File: config.mk
export PLATFORM = sky130hd
export DESIGN_NAME = dict_wr_ctrl_flat
export DESIGN_NICKNAME = d
export VERILOG_FILES = /design/src/rtl/dict_wr_ctrl_if.sv /design/src/rtl/dict_wr_ctrl.sv /design/src/flat_wrapper.sv
export SDC_FILE = /design/constraint.sdc
export NUM_CORES = 1
export LEC_CHECK = 0
export ABC_AREA = 1
export ABC_CLOCK_PERIOD_IN_PS = 3200
export CELL_PAD_IN_SITES_DETAIL_PLACEMENT = 1
export CELL_PAD_IN_SITES_GLOBAL_PLACEMENT = 2
export CORE_MARGIN = 2
export CORE_UTILIZATION = 30
export CTS_CLUSTER_DIAMETER = 50
export CTS_CLUSTER_SIZE = 40
export DETAILED_ROUTE_END_ITERATION = 10
export DONT_BUFFER_PORTS = 1
export PLACE_DENSITY_LB_ADDON = 0.1
export SYNTH_ARGS = -nofsm -noshare
export SYNTH_HDL_FRONTEND = slang
export SYNTH_SLANG_ARGS = --single-unit
File: constraint.sdc
create_clock -name i_clk -period 3.2 [get_ports i_clk]
set_input_delay 0.64 -clock i_clk [delete_from_list [all_inputs] [get_ports i_clk]]
set_output_delay 0.64 -clock i_clk [all_outputs]
set_load 0.05 [all_outputs]
File: src/rtl/dict_wr_ctrl_if.sv
// Pair handshake between the compare stage and the dictionary write controller.
// The compare stage presents two words per beat and flags which ones to insert.
interface dict_wr_ctrl_if #(
  parameter int DATA_WIDTH = 32
);
  logic                  i_valid;
  logic                  o_ready;
  logic [DATA_WIDTH-1:0] i_word0;
  logic [DATA_WIDTH-1:0] i_word1;
  logic                  i_push0;
  logic                  i_push1;
  logic                  i_last;

  modport master (
    output i_valid, i_word0, i_word1, i_push0, i_push1, i_last,
    input  o_ready
  );

  modport slave (
    input  i_valid, i_word0, i_word1, i_push0, i_push1, i_last,
    output o_ready
  );
endinterface

File: src/rtl/dict_wr_ctrl.sv
// Dictionary write-side controller: per line it clears the dictionary, compacts and
// de-duplicates insert pairs through a one-pair pending register, and drains at line end.
module dict_wr_ctrl #(
  parameter int DATA_WIDTH      = 32,
  parameter int WORDS_PER_ENTRY = 16,
  parameter int LINE_PAIRS      = 8,
  localparam int CW             = $clog2(WORDS_PER_ENTRY) + 1
) (
  input  logic                  i_clk,
  input  logic                  i_reset,
  input  logic                  i_start,
  dict_wr_ctrl_if.slave         pair,
  input  logic                  i_dict_hold,
  output logic                  o_wr,
  output logic                  o_wr2,
  output logic [DATA_WIDTH-1:0] o_w_data,
  output logic [DATA_WIDTH-1:0] o_w_data2,
  output logic                  o_dict_clr,
  output logic [CW-1:0]         o_ins_cnt,
  output logic                  o_line_done,
  output logic                  o_err
);

  localparam int PCW = $clog2(LINE_PAIRS + 2);

  typedef enum logic [2:0] {IDLE, CLEAR, RUN, DRAIN, DONE} state_t;

  typedef struct packed {
    logic                  valid;
    logic                  push0;
    logic                  push1;
    logic [DATA_WIDTH-1:0] word0;
    logic [DATA_WIDTH-1:0] word1;
  } pend_t;

  state_t         state;
  pend_t          pend;
  logic [PCW-1:0] pair_cnt;

  logic           issue;
  logic           accept;
  logic           ready;
  logic [1:0]     n_strobe;
  logic [CW:0]    cnt_sum;

  assign issue  = pend.valid & ~i_dict_hold;
  assign ready  = (state == RUN) & (~pend.valid | ~i_dict_hold);
  assign accept = pair.i_valid & ready;
  assign pair.o_ready = ready;

  // A single push always lands on the first port; identical pairs collapse to one write.
  always_comb begin
    o_wr      = 1'b0;
    o_wr2     = 1'b0;
    o_w_data  = '0;
    o_w_data2 = '0;
    if (issue) begin
      o_wr = 1'b1;
      if (pend.push0 & pend.push1) begin
        o_w_data = pend.word0;
        if (pend.word0 != pend.word1) begin
          o_wr2     = 1'b1;
          o_w_data2 = pend.word1;
        end
      end else if (pend.push0) begin
        o_w_data = pend.word0;
      end else begin
        o_w_data = pend.word1;
      end
    end
  end

  assign n_strobe = {1'b0, o_wr} + {1'b0, o_wr2};
  assign cnt_sum  = {1'b0, o_ins_cnt} + (CW+1)'(n_strobe);

  always_ff @(posedge i_clk or negedge i_reset) begin
    if (!i_reset) begin
      state       <= IDLE;
      pend        <= '0;
      pair_cnt    <= '0;
      o_dict_clr  <= 1'b0;
      o_ins_cnt   <= '0;
      o_line_done <= 1'b0;
      o_err       <= 1'b0;
    end else begin
      o_dict_clr  <= 1'b0;
      o_line_done <= 1'b0;

      // Load and drain share an edge so back-to-back beats sustain one pair per cycle.
      if (accept) begin
        pend.valid <= pair.i_push0 | pair.i_push1;
        pend.push0 <= pair.i_push0;
        pend.push1 <= pair.i_push1;
        pend.word0 <= pair.i_word0;
        pend.word1 <= pair.i_word1;
      end else if (issue) begin
        pend.valid <= 1'b0;
      end

      if (issue)
        o_ins_cnt <= (cnt_sum > (CW+1)'(WORDS_PER_ENTRY)) ? CW'(WORDS_PER_ENTRY)
                                                          : cnt_sum[CW-1:0];

      case (state)
        IDLE: begin
          if (i_start) begin
            state      <= CLEAR;
            o_dict_clr <= 1'b1;
            o_ins_cnt  <= '0;
            pair_cnt   <= '0;
            o_err      <= 1'b0;
          end
        end
        CLEAR: state <= RUN;
        RUN: begin
          if (accept) begin
            if (pair_cnt == PCW'(LINE_PAIRS)) o_err <= 1'b1;
            if (pair_cnt != PCW'(LINE_PAIRS + 1)) pair_cnt <= pair_cnt + 1'b1;
            if (pair.i_last) state <= DRAIN;
          end
        end
        DRAIN: begin
          if (!pend.valid) begin
            state       <= DONE;
            o_line_done <= 1'b1;
          end
        end
        DONE:    state <= IDLE;
        default: state <= IDLE;
      endcase
    end
  end

endmodule

File: src/flat_wrapper.sv
// flat-port wrapper written by rule: the top's interface ports become plain ports
module dict_wr_ctrl_flat 
#(
  parameter int DATA_WIDTH      = 32,
  parameter int WORDS_PER_ENTRY = 16,
  parameter int LINE_PAIRS      = 8,
  localparam int CW             = $clog2(WORDS_PER_ENTRY) + 1
)
  (i_clk, i_reset, i_start, i_dict_hold, o_wr, o_wr2, o_w_data, o_w_data2, o_dict_clr, o_ins_cnt, o_line_done, o_err, pair_i_valid, pair_i_word0, pair_i_word1, pair_i_push0, pair_i_push1, pair_i_last, pair_o_ready);
  dict_wr_ctrl_if #(.DATA_WIDTH(DATA_WIDTH)) pair_i ();
  input  logic i_clk;
  input  logic i_reset;
  input  logic i_start;
  input  logic i_dict_hold;
  output logic o_wr;
  output logic o_wr2;
  output logic [DATA_WIDTH-1:0] o_w_data;
  output logic [DATA_WIDTH-1:0] o_w_data2;
  output logic o_dict_clr;
  output logic [CW-1:0] o_ins_cnt;
  output logic o_line_done;
  output logic o_err;
  input wire logic [$bits(pair_i.i_valid)-1:0] pair_i_valid;
  input wire logic [$bits(pair_i.i_word0)-1:0] pair_i_word0;
  input wire logic [$bits(pair_i.i_word1)-1:0] pair_i_word1;
  input wire logic [$bits(pair_i.i_push0)-1:0] pair_i_push0;
  input wire logic [$bits(pair_i.i_push1)-1:0] pair_i_push1;
  input wire logic [$bits(pair_i.i_last)-1:0] pair_i_last;
  output wire logic [$bits(pair_i.o_ready)-1:0] pair_o_ready;
  assign pair_i.i_valid = pair_i_valid;
  assign pair_i.i_word0 = pair_i_word0;
  assign pair_i.i_word1 = pair_i_word1;
  assign pair_i.i_push0 = pair_i_push0;
  assign pair_i.i_push1 = pair_i_push1;
  assign pair_i.i_last = pair_i_last;
  assign pair_o_ready = pair_i.o_ready;
  dict_wr_ctrl #(.DATA_WIDTH(DATA_WIDTH), .WORDS_PER_ENTRY(WORDS_PER_ENTRY), .LINE_PAIRS(LINE_PAIRS)) u_core (.i_clk(i_clk), .i_reset(i_reset), .i_start(i_start), .pair(pair_i), .i_dict_hold(i_dict_hold), .o_wr(o_wr), .o_wr2(o_wr2), .o_w_data(o_w_data), .o_w_data2(o_w_data2), .o_dict_clr(o_dict_clr), .o_ins_cnt(o_ins_cnt), .o_line_done(o_line_done), .o_err(o_err));
endmodule
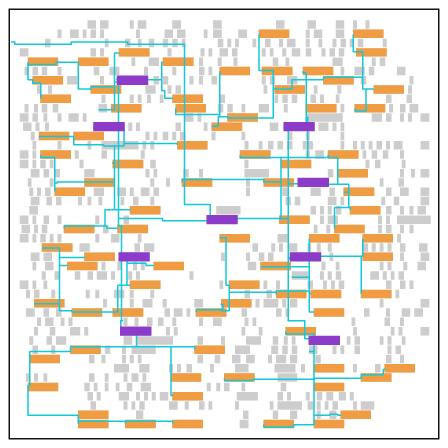
(clock network drawn from the DEF)
flip-flops: drawn in orange, count 82. clock wires: drawn in cyan, length 1300 µm. cells driving clock nets: drawn in purple, count 9.
Position of the flops: spread over the die.
Insertion Delay late pin: 340 ps
clock share of power: 20.4%

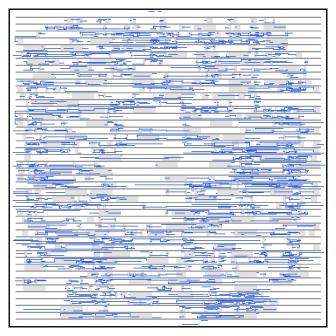
(metal 1)
Supply wires on this layer in gray. Cells faint in the background.
The layer holds 46% of the routed length. The longest straight run is 36.3 µm. The layer carries 6170 µm of wire. 622 nets have wire on it. The wires run mostly horizontal.
final wirelength: 13.4 mm
met1 global-route usage: 23.1%

==> results.cfg <==
; synthesis and place-and-route metrics
[flow_run]
cap_violations = 0

[routing]
avgRoutedWirePerCell_um = 16.2
drt_iter0_markers = 124
vias = 3928
drc = 0

[place]
postPlaceCellArea_mm2 = 0.00508
hpwlAfterDp_mm = 9.26

[critical_path]
cp.arrival_ps = 2260
r2r_cells = 17
critical_path_class = reg2out
slowest_delay_ps = 410
path_buffers = 2

[global_routing]
grtUsageMet3_pct = 4.15
use_met2_pct = 28.7
gr-total-overflow = 0
grt_usage_pct = 17.6

[yosys]
ys.flops = 82
postSynthCellCount = 581
ys_area_mm2 = 0.00441
top_area_cell = dfrtp_1
synth_top_area_share_pct = 46.5
synth_nets = 658

[sta]
fin_crit_ps = 2900
fin_skew_ps = 8.94
slew_headroom_pct = 60.7
fin_crit_sh_pct = 90.7
max_slew.worst_pin.slew_ps = 590

[power]
ir_worst_vdd_v = 0.000306
finalPower_w = 0.00607
p_leak_nw = 2.63

[die]
chipArea_mm2 = 0.0157
dieWidth_um = 125

[clock_network]
ctsHtreeMaxLevel = 3
cts_tree = built

[run_status]
outcome = complete, no violations

[finish]
lay_top_count = nand2_1
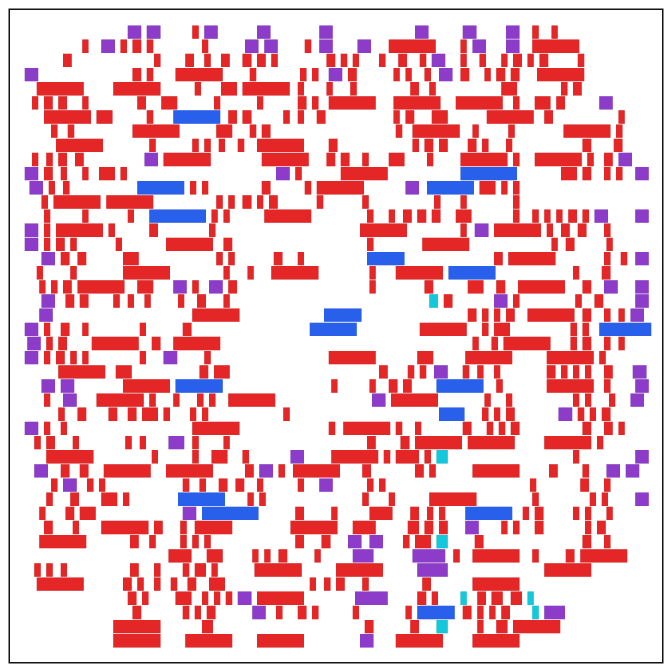
(drive-strength map)
drive 3 to 4: drawn in purple, cells 79, share 12%. drive 2: drawn in cyan, cells 7, share 1.1%. drive 1 or less: drawn in red, cells 540, share 84%. drive 6 and up: drawn in blue, cells 17, share 2.6%.
fin area: 0.00546 mm²
worst setup margin: 299 ps
area grow syn2layout: 23.7%
Non-CTS buffers: 74

[timing repair]
action,4_1_cts,5_1_grt
hold endpoints to repair,82,0
setup endpoints to repair,0,0
hold buffers,1,0
[where the power goes]
group	switching [W]	leakage, nW	total, W	internal, W
clock	0.000451	0.165	0.00124	0.000786
combinational	0.00185	1.45	0.00275	0.000906
sequential	0.000554	1.02	0.00208	0.00153
[how the worst max path moves through the flow]
stage	slack, ps	cells past startpoint	to	from
2_1_floorplan	380	15	u_core.o_ins_cnt[0]	i_dict_hold
3_3_place_gp	500	17	u_core.o_ins_cnt[0]	u_core.pend[47]
3_5_place_dp	420	17	u_core.o_ins_cnt[1]	u_core.pend[47]
4_1_cts	210	10	o_w_data2[31]	u_core.pend[47]
5_1_grt	1	10	o_w_data2[10]	u_core.pend[47]
6_report	300	10	o_w_data2[31]	u_core.pend[47]
[per-layer routing]
| metal | vias to the layer above | part of all wire [%] |
|---|---|---|
| li1 | 1935 | - |
| met1 | 1883 | 46 |
| met2 | 94 | 47 |
| met3 | 16 | 5.1 |
| met4 | 0 | 1.7 |
| met5 | - | 0 |
[worst register-to-register path, delay by kind of cell, from the launching register on]
family / cells / cell delay [ps]
compound gates: 1 / 120
xor+xnor: 2 / 390
fa+ha+maj: 2 / 670
buf+inv: 1 / 70
flops: 1 / 410
simple gates: 11 / 1010
[logic make-up (layout without fill, tap and decap cells)]
kind of cell | count (synthesis) | after routing | share of synthesized area, %
adder cells (fa/ha/maj) | 5 | 5 | 1.59
buffers and inverters | 94 | 156 | 8.90
AND/OR/NAND/NOR | 243 | 243 | 22.6
flip-flops | 82 | 82 | 46.5
AND-OR/OR-AND | 130 | 130 | 15.0
XOR/XNOR | 27 | 27 | 5.36
[area by class of cell]
| cell class | count | area, µm² |
|---|---|---|
| clock buffer | 10 | 239 |
| clock inverter | 6 | 114 |
| fill | 1790 | 9020 |
| inverter | 66 | 249 |
| multi-input combinational | 405 | 1970 |
| sequential | 82 | 2050 |
| tap | 184 | 230 |
| timing repair buffer | 74 | 601 |
[per-stage QoR]
step | std cells | worst slack [ps] | utilization, % | hold slack (ps)
2_1_floorplan | 581 | 376 | - | 344
3_3_place_gp | 810 | 495 | 35.1 | 347
3_5_place_dp | 810 | 420 | 35.1 | 347
4_1_cts | 827 | 208 | 37.7 | 229
5_1_grt | 827 | 1.02 | 37.7 | 239
6_report | 827 | 299 | 37.7 | 201
[flip-flops by register name, indices dropped and copies added, names as in the netlist]
signal	cells
u_core.pend	67
u_core.o_ins_cnt	5
u_core.pair_cnt	4
u_core.state	3
u_core.o_dict_clr	1
u_core.o_err	1
u_core.o_line_done	1
[cell usage after synthesis, drive strengths merged, types with 2 or more instances]
master and n:
nand2 171, o21ai 90, dfrtp 82, inv 66, nor2 52, a21oi 39, xnor2 24, clkbuf 15
buf 13, nand3 10, ha 4, nand4 3, or2 3, xor2 3, nor3 2, nor4 2
Power figures rest on the tool's default switching activity, not on a simulated workload.
